Design uart_tx_arbiter, sky130hd; sources not shown.
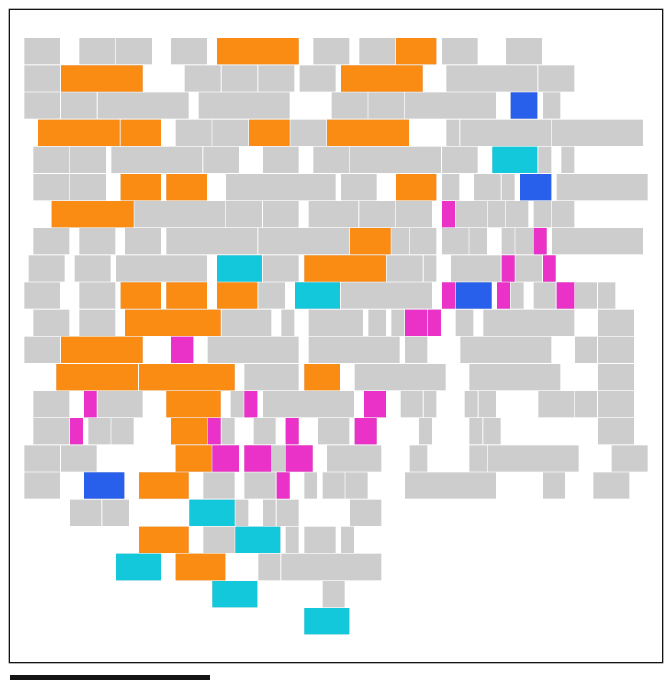
Fig. 1. Gate-type map (run 1).
Scale bar: 20 um.
legend:
  magenta:
    family: NOR gates
    cells: 21
  blue:
    family: AND-OR and OR-AND gates
    cells: 4
  cyan:
    family: adder and majority cells
    cells: 8
  orange:
    family: multiplexers
    cells: 28
most instantiated logic cell after routing: clkdlybuf4s50_1
final non-filler cell total: 267
multi-input gate share of the layout cell area: 45.67%

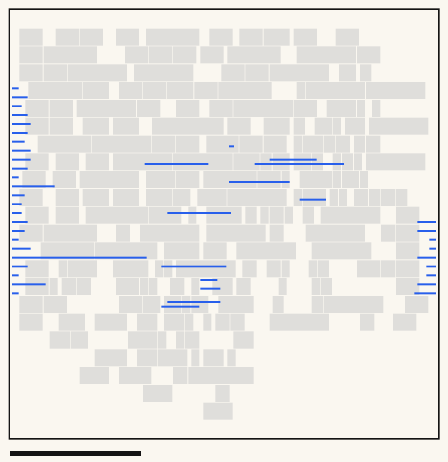
Fig. 2. Met3 routing (run 1).
Scale bar: 20 um.
longest straight run: 20.2 um
nets with wire on the layer: 42
wire length on this layer: 162 um
main direction: horizontal
detailed-route wire length: 3844 um
number of vias after detailed routing: 1520
GRT met3 Usage: 3.819%

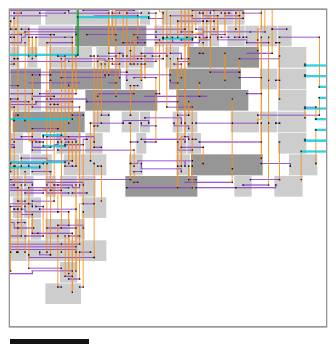
Fig. 3. A small window of the routed layout (run 1).
Scale bar: 10 um. Region (25, 0) to (65, 40) um. Cells in gray, sequential cells in the stronger gray; small squares are vias.
legend:
  purple:
    layer: metal 1
  orange:
    layer: metal 2
  cyan:
    layer: metal 3
  green:
    layer: metal 4
cells with their middle in the window: 80
most frequent: nand2_1 (12), clkdlybuf4s50_1 (10), dfrtp_1 (9)
sequential cells in the window: 9

==> flow_summary.ini, run 1 <==
; physical design summary
[run_status]
run_status = completed

[floorplan]
die.size.x_um = 65.34
core_area_um2 = 3744
rows = 22
fp.dieH_um = 65.34

[sta]
finalHoldViolCount = 0
timing_worst_slew_pin_value_ns = 0.6919
fin_hold_ws_ns = 0.2674
timing_max_transition_violations_final = 0
final-setup-viol-count = 0
final.period_utilization_pct = 64.92
slew_headroom_pct = 53.87
period_minus_slack_ns = 5.259

[drt]
dr.max_layer_used = met4
detail_route.iter0.violations = 77
routed_length_on_met3_um = 162
ant_nets = 0
routedLengthMet1_um = 1632
met2_wirelength_um = 2025
number_of_drc_violations_after_detailed_routing = 0

[synthesis]
netlist.area_leader.share_pct = 33.26
post_synth_and_or_nand_nor_area_fraction_pct = 18.30
yosys-top-cells-count = dfrtp_1, nand2_1, nor2_1
ys_top_logic_family = multiplexers
yosys-mux-area-fraction_pct = 25.16
synthesized_netlist_cell_count = 165
synth.cellmix.adderShare_pct = 5.544
synth.most_common_cell = dfrtp_1
postSynthAreaPerCell_um2 = 10.94
synth_warnings = 0
yosys.stat.seqShare_pct = 33.26
synth.net_count = 216
synthTopCellsByArea = dfrtp_1, mux4_2, mux2_2, ha_1, nand2_1
synth-async-reset-ratio_pct = 100.0
yosysChipArea_um2 = 1805
synth-compound-area-share_pct = 13.51
synthFlopType = dfrtp_1
yosys.area_share.xor_xnor_pct = 0
ys_seq_elements = 24

[worst_setup_path]
worst_path_cell_trace = clkdlybuf4s50_1, nand2b_1, nor3_1, and2_1, clkdlybuf4s50_1
reg2regPathDepth = 8
regToRegSetupSlack_ns = 4.96
cp_data_required_time_ns = 6.28
path_class = input port to output pin
cp_num_cells = 5
critical_path_slowest_stage_cell = clkdlybuf4s50_1
worstPathMaxFanout = 9
worst-path-buf-inv = 2
endpoint_kind = output pin
worst_setup_path_start_kind = input port
timing.critical_path.arrival_ns = 3.44

[cells_and_area]
layout.cells.most_common_list = clkdlybuf4s50_1, dfrtp_1, nand2_1
syn_to_final_growth_pct = 36.87
layout.filler_cells = 302
drive_above_1_share_pct = 17.35
utilization_pct = 66.01
layout.cell_area.non_filler_um2 = 2471
finish.net_count = 271
max_reg_flops = 8
num_antenna_cells = 0

[clock_tree]
cts_tree = built
clk_latency_ns = 0.27
clock_tree.htree_level_count = 1
clockBufferDepth = 2
cts_inserted_buffers = 3
cts_setup_buffers = 0
cts-hold-fix-buffers = 0
cts.reportedPaths.clkPinSlew_ns = 0.09
cts.repair.resized = 0

[placed_design]
detailed_place_hpwl_um = 3016
placedInstanceArea_um2 = 2405
placedCellCount = 263
pre_cts_slack_ns = 2.825
finalWeightedCongestion = 0.8936

[global_route]
track_usage_pct = 20.14
global_route.overflow_total = 0
first_global_vias = 1478
first_pass_grt_wire_length_um = 6486
grt.met2_usage_pct = 34.15

[min_path]
worst_hold_path_type = flop to flop
worstHoldPathCells = 1

[job]
tool_warnings = 31
max_cap_violations = 0

[power_and_ir_drop]
power_density_nw_per_um2 = 346.1
power.static_leakage_nw = 0.9758
report.power.total_uw = 855.3
power.ir.vdd_worst_uv = 153.8
run 1: final cells by class:
type | count | area [um^2] | area share [%]
multi-input combinational | 127 | 1129 | 45.67
sequential | 24 | 600.6 | 24.30
timing repair buffer | 60 | 595.6 | 24.10
tap | 48 | 60.06 | 2.430
clock buffer | 3 | 41.29 | 1.671
clock inverter | 1 | 30.03 | 1.215
inverter | 4 | 15.01 | 0.6076
run 1: worst reg2reg max path, stage by stage, from the launching register on:
cell	delay, ns
dfrtp_1	0.77
inv_1	0.21
ha_1	0.42
mux2i_1	0.21
mux2_4	0.34
a2111oi_0	0.47
o2bb2ai_1	0.19
nand2b_1	0.10
a31oi_1	0.08
run 1: where the power goes:
group | switching [mW] | internal, mW
sequential | 0.0852 | 0.176
clock | 0.0377 | 0.0661
combinational | 0.206 | 0.285
## Run 2: what changed since run 1
Settings changed: CORE_UTILIZATION 45 to 41, PLACE_DENSITY 0.9 to 0.87.
Clock period 8.1 ns to 4.7 ns, I/O delays scaled along.
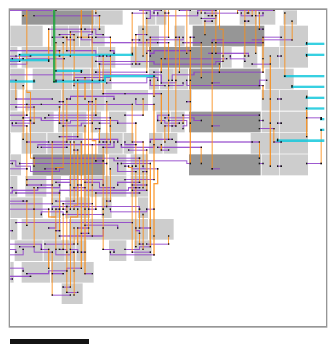
Fig. 4. A small window of the routed layout (run 2).
Scale bar: 10 um. Region (28, 0) to (68, 40) um. Cells in gray, sequential cells in the stronger gray; small squares are vias.
legend:
  purple:
    layer: metal 1
  green:
    layer: metal 4
  orange:
    layer: metal 2
  cyan:
    layer: metal 3
most frequent: nand2_1 (13), clkdlybuf4s50_1 (9), dfrtp_1 (7)
cells with their middle in the window: 87
sequential cells in the window: 7

==> run 2 against run 1 <==
Global-route usage shrank 1.3 points. Synthesized area unchanged. Final cell count increased by 0.75%. First-iteration DRC count is 18% higher. Sequential cell count did not move. Synthesized cell count stayed put. Sequential power up 72%. Highest routed layer unchanged.
==> flow_summary.ini, run 2 <==
; physical design summary
[run_status]
run_status = completed

[worst_setup_path]
cp_data_required_time_ns = 3.56
endpoint_kind = output pin
regToRegSetupSlack_ns = 1.64
worst_path_cell_trace = clkdlybuf4s50_1, nand2b_1, nor3_1, and2_1, clkdlybuf4s50_1
path_class = input port to output pin
worstPathMaxFanout = 9
worst_setup_path_start_kind = input port

[drt]
detail_route.iter0.violations = 91
dr_total_vias = 1481
routed_length_on_met3_um = 157
routedLengthMet1_um = 1710
dr.max_layer_used = met4
ant_nets = 0

[floorplan]
rows = 23
core_area_um2 = 4115
fp.dieH_um = 68.36
die.size.x_um = 68.36

[global_route]
grt_met3_usage_pct = 3.500
track_usage_pct = 18.88
first_global_vias = 1405
first_pass_grt_wire_length_um = 6423
grt.met2_usage_pct = 33.58

[cells_and_area]
num_antenna_cells = 0
drive_above_1_share_pct = 17.35
final_non_filler_cell_total = 269
final_common_cell = clkdlybuf4s50_1
layout.cells.most_common_list = clkdlybuf4s50_1, dfrtp_1, nand2_1
finish.net_count = 271

[clock_tree]
clock_tree.htree_level_count = 1
cts_tree = built
cts.repair.resized = 0
cts_inserted_buffers = 3
clk_latency_ns = 0.27
cts_setup_buffers = 0
cts-hold-fix-buffers = 0
cts.reportedPaths.clkPinSlew_ns = 0.09

[sta]
finalHoldViolCount = 0
final.period_utilization_pct = 82.47
final-setup-viol-count = 0
timing_worst_slew_pin_value_ns = 0.7255
slew_headroom_pct = 51.63

[synthesis]
ys_seq_elements = 24
synth.cellmix.adderShare_pct = 5.544
synth-async-reset-ratio_pct = 100.0
post_synth_and_or_nand_nor_area_fraction_pct = 18.30
netlist.area_leader.share_pct = 33.26
synthTopCellsByArea = dfrtp_1, mux4_2, mux2_2, ha_1, nand2_1
synth.net_count = 216
synthFlopType = dfrtp_1
synth-compound-area-share_pct = 13.51
synthesized_netlist_cell_count = 165
yosysChipArea_um2 = 1805
yosys-mux-area-fraction_pct = 25.16
synth.most_common_cell = dfrtp_1
yosys-top-cells-count = dfrtp_1, nand2_1, nor2_1
yosys.area_share.xor_xnor_pct = 0

[min_path]
worstHoldPathCells = 1
worst_hold_path_type = flop to flop

[placed_design]
detailed_place_hpwl_um = 3105
finalWeightedCongestion = 0.8816
placedCellCount = 265

[job]
max_cap_violations = 0

[power_and_ir_drop]
clock_net_power_uw = 184
power.share.clock_pct = 12.5
p_seq_uw = 450
power.share.combinational_pct = 57.0
report.power.total_mw = 1.476
powerComb_uw = 841
power_density_nw_per_um2 = 596.8
pwr-share-seq_pct = 30.5
-- run 2: through the flow --
stage | utilization, % | setup WS, ns | instance area [um^2]
finish | 60.11 | 0.8241 | 2474
global route | 60.11 | 0.6217 | 2474
CTS | 60.23 | 0.7892 | 2479
detailed placement | 58.50 | 0.7993 | 2407
global placement | 58.50 | 0.8697 | 2407
floorplan | - | 1.820 | 1805
-- run 2: layout make-up --
type	instances	area, um^2
Clock buffer	3	41.29
Inverter	4	15.01
Timing Repair Buffer	60	595.6
Tap cell	50	62.56
Multi-Input combinational cell	127	1129
Fill cell	359	1642
Sequential cell	24	600.6
Clock inverter	1	30.03
-- run 2: worst max-delay path: cells and delay by family --
kind | cells | cell delay, ns
buffers and inverters | 2 | 1.07
AND/OR/NAND/NOR | 3 | 0.72
Power is estimated from default activity; no workload was simulated.
